**config.mk**
```make
export PLATFORM = sky130hd
export DESIGN_NAME = xdiv_serial
export DESIGN_NICKNAME = d
export VERILOG_FILES = /design/src/rtl/xdiv_serial_pkg.sv /design/src/rtl/xdiv_serial.sv
export SDC_FILE = /design/constraint.sdc
export NUM_CORES = 1
export LEC_CHECK = 0
export CORE_MARGIN = 4
export CORE_UTILIZATION = 25
export CTS_BUF_LIST = sky130_fd_sc_hd__clkbuf_16
export DETAILED_ROUTE_END_ITERATION = 10
export PLACE_DENSITY = 0.47
export SYNTH_ARGS = -nofsm -noshare
export SYNTH_HDL_FRONTEND = slang
export SYNTH_SLANG_ARGS = --single-unit
```
**constraint.sdc**
```tcl
create_clock -name clk -period 4.3 [get_ports clk]
set_input_delay 1.29 -clock clk [delete_from_list [all_inputs] [get_ports clk]]
set_output_delay 1.29 -clock clk [all_outputs]
set_load 0.03 [all_outputs]
```
**src/rtl/xdiv_serial_pkg.sv**
```systemverilog
// Shared definitions for the serial restoring divider: state encoding and
// step-counter sizing derived from the operand width.
package xdiv_serial_pkg;

    typedef enum logic {
        XDIV_IDLE = 1'b0,
        XDIV_RUN  = 1'b1
    } xdiv_state_e;

    // Counter must reach DATA_W, the extra final cycle after the last step.
    function automatic int xdiv_cnt_w(input int data_w);
        return $clog2(data_w + 1);
    endfunction

endpackage

```
**src/rtl/xdiv_serial.sv**
```systemverilog
// Serial unsigned restoring divider, one quotient bit per clock.
// Shares the start/done handshake with the shift-add multiplier.
module xdiv_serial
    import xdiv_serial_pkg::*;
#(
    parameter int DATA_W = 32
) (
    input  logic              clk,
    input  logic              rst,
    input  logic              start,
    input  logic [DATA_W-1:0] dividend,
    input  logic [DATA_W-1:0] divisor,
    output logic              done,
    output logic [DATA_W-1:0] quotient,
    output logic [DATA_W-1:0] remainder
);

    localparam int CNT_W = xdiv_cnt_w(DATA_W);

    xdiv_state_e       state;
    logic [CNT_W-1:0]  cnt;
    logic [DATA_W-1:0] dsr;
    logic [DATA_W-1:0] quo;
    logic [DATA_W:0]   rem;

    logic [DATA_W+1:0] rem_sh;
    logic [DATA_W+1:0] trial;
    logic              trial_neg;

    // One restoring step: shift {rem,quo} left, trial-subtract the divisor.
    // The extra top bit of rem_sh keeps the trial sign unambiguous.
    always_comb begin
        rem_sh    = {rem, quo[DATA_W-1]};
        trial     = rem_sh - {2'b00, dsr};
        trial_neg = trial[DATA_W+1];
    end

    always_ff @(posedge clk or posedge rst) begin
        if (rst) begin
            state <= XDIV_IDLE;
            done  <= 1'b1;
            cnt   <= '0;
            dsr   <= '0;
            quo   <= '0;
            rem   <= '0;
        end else begin
            case (state)
                XDIV_IDLE: begin
                    if (start) begin
                        dsr   <= divisor;
                        quo   <= dividend;
                        rem   <= '0;
                        cnt   <= '0;
                        done  <= 1'b0;
                        state <= XDIV_RUN;
                    end
                end
                XDIV_RUN: begin
                    if (cnt == CNT_W'(DATA_W)) begin
                        done  <= 1'b1;
                        state <= XDIV_IDLE;
                    end else begin
                        rem <= trial_neg ? rem_sh[DATA_W:0] : trial[DATA_W:0];
                        quo <= {quo[DATA_W-2:0], ~trial_neg};
                        cnt <= cnt + CNT_W'(1);
                    end
                end
                default: begin
                    done  <= 1'b1;
                    state <= XDIV_IDLE;
                end
            endcase
        end
    end

    assign quotient  = quo;
    assign remainder = rem[DATA_W-1:0];

endmodule

```
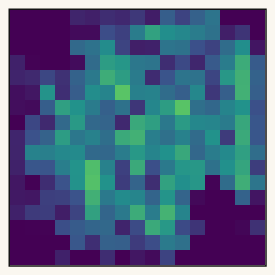
Run 1: cell density map
Scale: 1.5 px per um. 17 x 17 tiles, from dark purple (low) to yellow (high), 0 to 100% covered.
mean over tiles: 27%
fullest tile: 73%
nearly empty tiles: 19%

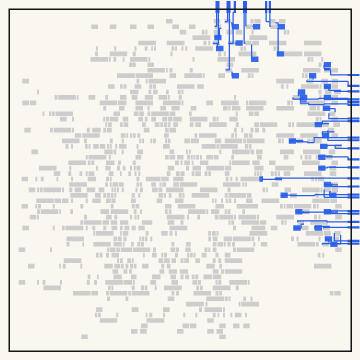
Run 1: I/O nets highlighted
Scale: 2 px per um.
legend:
  blue:
    port: `dividend`
    direction: input
    edge: 23 right, 9 top
    end_cells: 32
    buffers: 32
    wire: 742 um

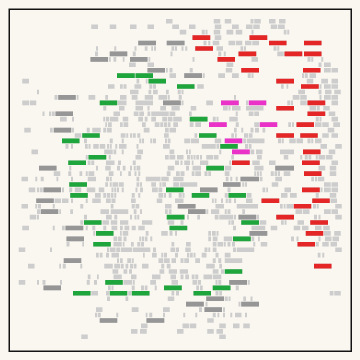
Run 1: where the registers sit
Scale: 2 px per um. Other sequential cells in the stronger grey, the rest of the logic in the fainter grey.
legend:
  magenta:
    netlist_name: `cnt`
    flops: 6
  green:
    netlist_name: `rem`
    flops: 33
  red:
    netlist_name: `quotient`
    flops: 32

==> impl_metrics.json, run 1 <==
{
  "status": "finished, final reports clean",
  "yosysSeqAreaShare_pct": 39.97,
  "holdPathStages": 2,
  "critical_path_depth": 10,
  "clock_buffers": 9,
  "grt_busiest_layer": "met2",
  "pre_cts_ws_ns": 0.8393,
  "ios": 132,
  "crit_path_start": "rem[25]",
  "final_nets": 951,
  "die_area_um2": 28960,
  "crit_top_cell": "a21o_1",
  "clkSlewWorstSetupHoldPaths_ns": 0.08,
  "yosysWarnings": 0,
  "n_tap_cell": 335,
  "crit_path_end": "rem[19]",
  "comb_area_share_pct": 40.73,
  "buffers_excl_clock": 139,
  "viasPerCell": 4.606,
  "grt_max_degree": 66,
  "largest_reg_flops": 33,
  "tns_ns": 0,
  "r2r_start": "rem[25]",
  "grt_usage_pct": 12.72,
  "rows": 59,
  "place.gp.congestion": 0.7727,
  "post-cts-setup-buffers": 0
}
==> run 1: placed cells by master, fill, tap and decap left out, types with 3 or more instances in the layout <==
| master | count |
|---|---|
| clkdlybuf4s50_1 | 131 |
| o21ai_0 | 113 |
| nand2_1 | 111 |
| dfrtp_1 | 103 |
| a21oi_1 | 54 |
| inv_1 | 44 |
| mux2i_1 | 43 |
| nor2_1 | 39 |
| ha_1 | 34 |
| nand3_1 | 23 |
| a21o_1 | 16 |
| xnor2_1 | 15 |
| o21ai_1 | 12 |
| nand2b_1 | 10 |
| xor2_1 | 10 |
| clkbuf_16 | 9 |
| nor3_1 | 6 |
| o21a_1 | 5 |
| buf_4 | 5 |
| o31ai_1 | 4 |
| and2_1 | 4 |
| and3_1 | 3 |
| a31oi_1 | 3 |
| o31a_1 | 3 |
| nand4_1 | 3 |
| a32oi_1 | 3 |
| nor3b_1 | 3 |
| buf_12 | 3 |
==> run 1: synthesized netlist by cell type, types with 12 or more instances <==
| cell | n | area, um2 |
|---|---|---|
| a21o_1 | 16 | 120.1 |
| a21oi_1 | 54 | 270.3 |
| buf_4 | 32 | 240.2 |
| clkbuf_1 | 25 | 93.84 |
| dfrtp_1 | 104 | 2603 |
| ha_1 | 34 | 425.4 |
| inv_1 | 45 | 168.9 |
| mux2i_1 | 43 | 430.4 |
| nand2_1 | 111 | 416.7 |
| nand3_1 | 23 | 115.1 |
| nor2_1 | 40 | 150.1 |
| o21ai_0 | 113 | 565.5 |
| o21ai_1 | 12 | 60.06 |
| xnor2_1 | 15 | 131.4 |
Run 1, clock nets:
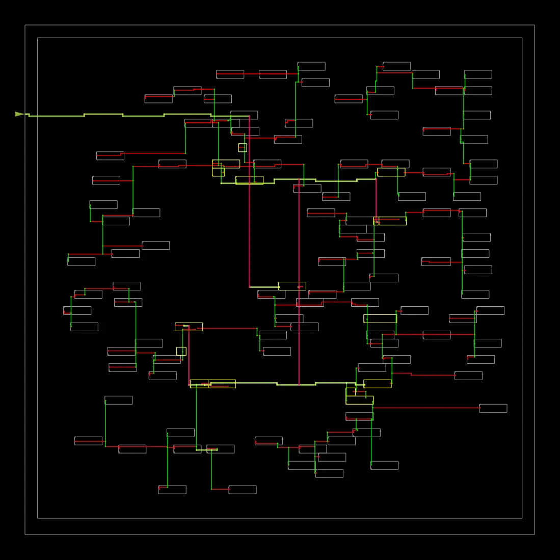

--- run 2 (diff from run 1) ---
- PLACE_DENSITY: 0.47 -> 0.48
- clock period: 4.3 -> 3 ns (I/O delays scaled with it)
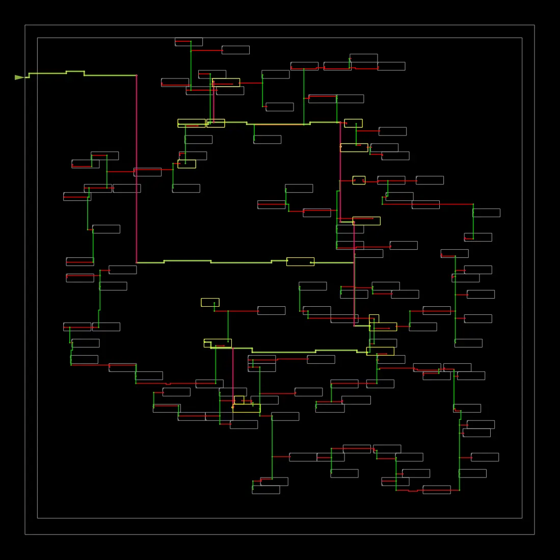
Run 2: clock nets
cts bufs inserted: 9
Clock Skews: 0.01205 ns
Sink Count: 105

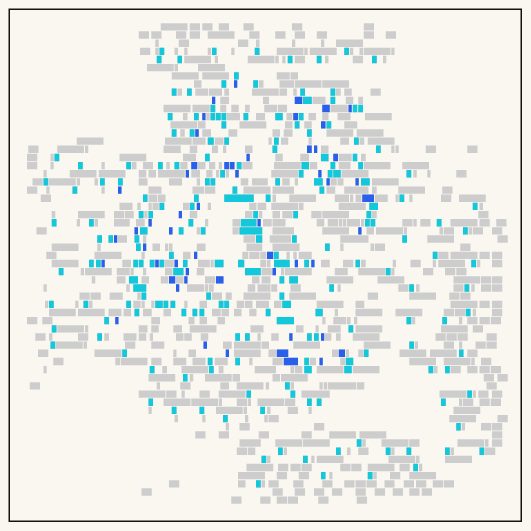
Run 2: logic cells by family
Scale: 3 px per um.
legend:
  blue:
    family: NOR gates
    cells: 54
    most_used: nor2_1
  cyan:
    family: inverting AOI/OAI gates
    cells: 202
    most_used: o21ai_0

==> impl_metrics.json, run 2 <==
{
  "final_nets": 997,
  "setup_viol": 6,
  "place.gp.congestion": 0.7816,
  "synthTopCellsByCount": "o21ai_0, nand2_1, dfrtp_1",
  "top_area_share_pct": 39.57,
  "lay_top_cells": "clkdlybuf4s50_1, nand2_1, dfrtp_1",
  "setup_ws_ns": -0.01657,
  "tns_ns": -0.06290,
  "crit_path_start": "rem[25]",
  "status": "complete, but fails checks",
  "yosysSeqAreaShare_pct": 39.97,
  "ios": 132,
  "lay_top_count": "clkdlybuf4s50_1",
  "violations": "setup timing",
  "largest_reg_flops": 33,
  "holdPathStages": 2,
  "grt_max_degree": 73,
  "rows": 59,
  "largest_area_cell": "dfrtp_1",
  "clkSlewWorstSetupHoldPaths_ns": 0.09,
  "viasPerCell": 4.537,
  "r2r_start": "rem[25]",
  "crit_top_cell": "a21o_1"
}
## run 2: how the worst max path moves through the flow
stage / end / cells past startpoint
finish: rem[31] / 10
global placement: rem[30] / 12
global route: rem[14] / 10
floorplan: rem[30] / 12
detailed placement: rem[30] / 12
CTS: rem[30] / 12
## run 2: final cells by class
type	instances	area, um2
inverter	45	172.7
multi-input combinational	549	3497
clock inverter	7	93.84
sequential	105	2631
fill	2750	17120
clock buffer	9	225.2
timing repair buffer	185	1829
tap	335	419.2
## run 2: kinds of logic after synthesis
group | count (synthesis) | synth area share (%)
AOI/OAI and AO/OA | 233 | 20.59
xor gates and xnor gates | 25 | 3.330
adders and majority gates | 35 | 6.773
buffers and inverters | 109 | 8.619
DFF | 105 | 39.97
muxes | 43 | 6.545
and+or+nand+nor | 213 | 14.17
## run 2: layer usage
| metal | GRT usage [%] | part of all wire [%] | vias up |
|---|---|---|---|
| met4 | 2.847 | 1.2 | 0 |
| met1 | 17.24 | 49 | 2615 |
| met2 | 20.25 | 46 | 95 |
| met5 | 0 | 0 | - |
| li1 | - | - | 2877 |
| met3 | 2.648 | 4.5 | 16 |
## run 2: per-stage QoR
stage               setup slack [ns]  instances
floorplan                    0.04116        763
finish                      -0.01657       1235
CTS                          0.01396       1227
global placement             0.05017       1211
global route                 -0.1394       1235
detailed placement           0.01171       1211
Run 2, where the registers sit:
Scale: 2 px per um. Other sequential cells in the stronger grey, the rest of the logic in the fainter grey.
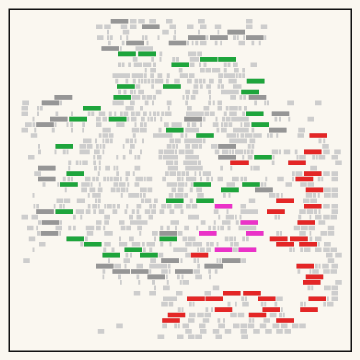

--- run 3 (diff from run 2) ---
- CORE_UTILIZATION: 25 -> 53
- PLACE_DENSITY: 0.48 -> 0.84
- clock period: 3 -> 3.2 ns (I/O delays scaled with it)
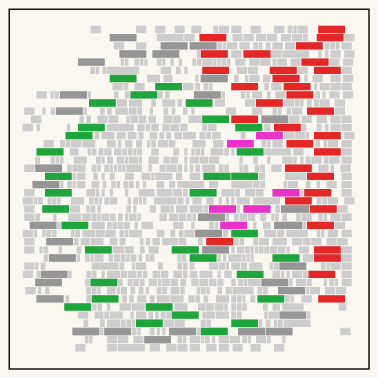
Run 3: where the registers sit
Scale: 3 px per um. Other sequential cells in the stronger grey, the rest of the logic in the fainter grey.
legend:
  green:
    netlist_name: `rem`
    flops: 33
  magenta:
    netlist_name: `cnt`
    flops: 6
  red:
    netlist_name: `quotient`
    flops: 32

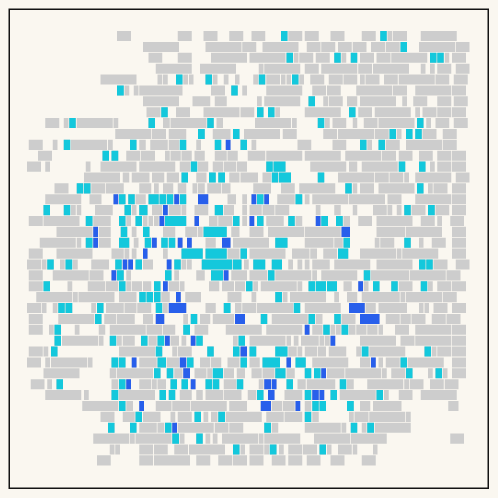
Run 3: logic cells by family
Scale: 4 px per um.
legend:
  blue:
    family: NOR gates
    cells: 54
    most_used: nor2_1
  cyan:
    family: inverting AOI/OAI gates
    cells: 202
    most_used: o21ai_0

==> impl_metrics.json, run 3 <==
{
  "largest_area_cell": "dfrtp_1",
  "viasPerCell": 5.470,
  "grt_max_degree": 63,
  "status": "finished, final reports clean",
  "die_area_um2": 14250,
  "top_area_share_pct": 39.57,
  "nFlopsAndLatches": 105,
  "comb_area_share_pct": 41.49,
  "yosysWarnings": 0,
  "clkSlewWorstSetupHoldPaths_ns": 0.08,
  "inv_count": 45,
  "largest_reg_flops": 33,
  "sh_seq_area_pct": 31.83,
  "setup_ws_ns": 0.1917,
  "synthTopCellsByCount": "o21ai_0, nand2_1, dfrtp_1",
  "largestClassByArea": "multi-input combinational cells",
  "post-cts-setup-buffers": 0,
  "logic_area_um2": 3428,
  "placed_cells": 1017
}
## run 3: cell counts after synthesis
Identical to the previous run, type by type.
## run 3: metal layers
metal	share of wire [%]	up-vias	global-route usage [%]
li1	-	2809	-
met1	46	2666	30.37
met2	47	162	36.77
met3	5.2	19	4.891
met4	1.8	0	8.160
met5	0	-	0
## run 3: cells by family (layout without fill, tap and decap cells)
| kind of cell | Yosys count | after routing | share of synthesized area [%] |
|---|---|---|---|
| compound gates | 233 | 233 | 20.59 |
| xor+xnor | 25 | 25 | 3.330 |
| fa+ha+maj | 35 | 35 | 6.773 |
| buf+inv | 109 | 212 | 8.619 |
| flops | 105 | 105 | 39.97 |
| mux | 43 | 43 | 6.545 |
| simple gates | 213 | 213 | 14.17 |
## run 3: worst reg2reg max path, delay by kind of cell (launching register included)
kind            cells  cell delay (ns)
compound gates      7             1.63
flops               1             0.35
simple gates        2             0.27
fa+ha+maj           2             0.61
buf+inv             1             0.05
## run 3: path summary, 6_finish.rpt
check / from / end / slack (ns) / cells past startpoint
max in group asynchronous: rst / dsr[11] / 1.61 / 3
min in group asynchronous: rst / quotient[0] / 1.03 / 2
min: cnt[5] / cnt[5] / 0.49 / 1
min reg2reg: cnt[5] / cnt[5] / 0.49 / 1
max: quotient[31] / rem[30] / 0.19 / 12
max reg2reg: quotient[31] / rem[30] / 0.19 / 12
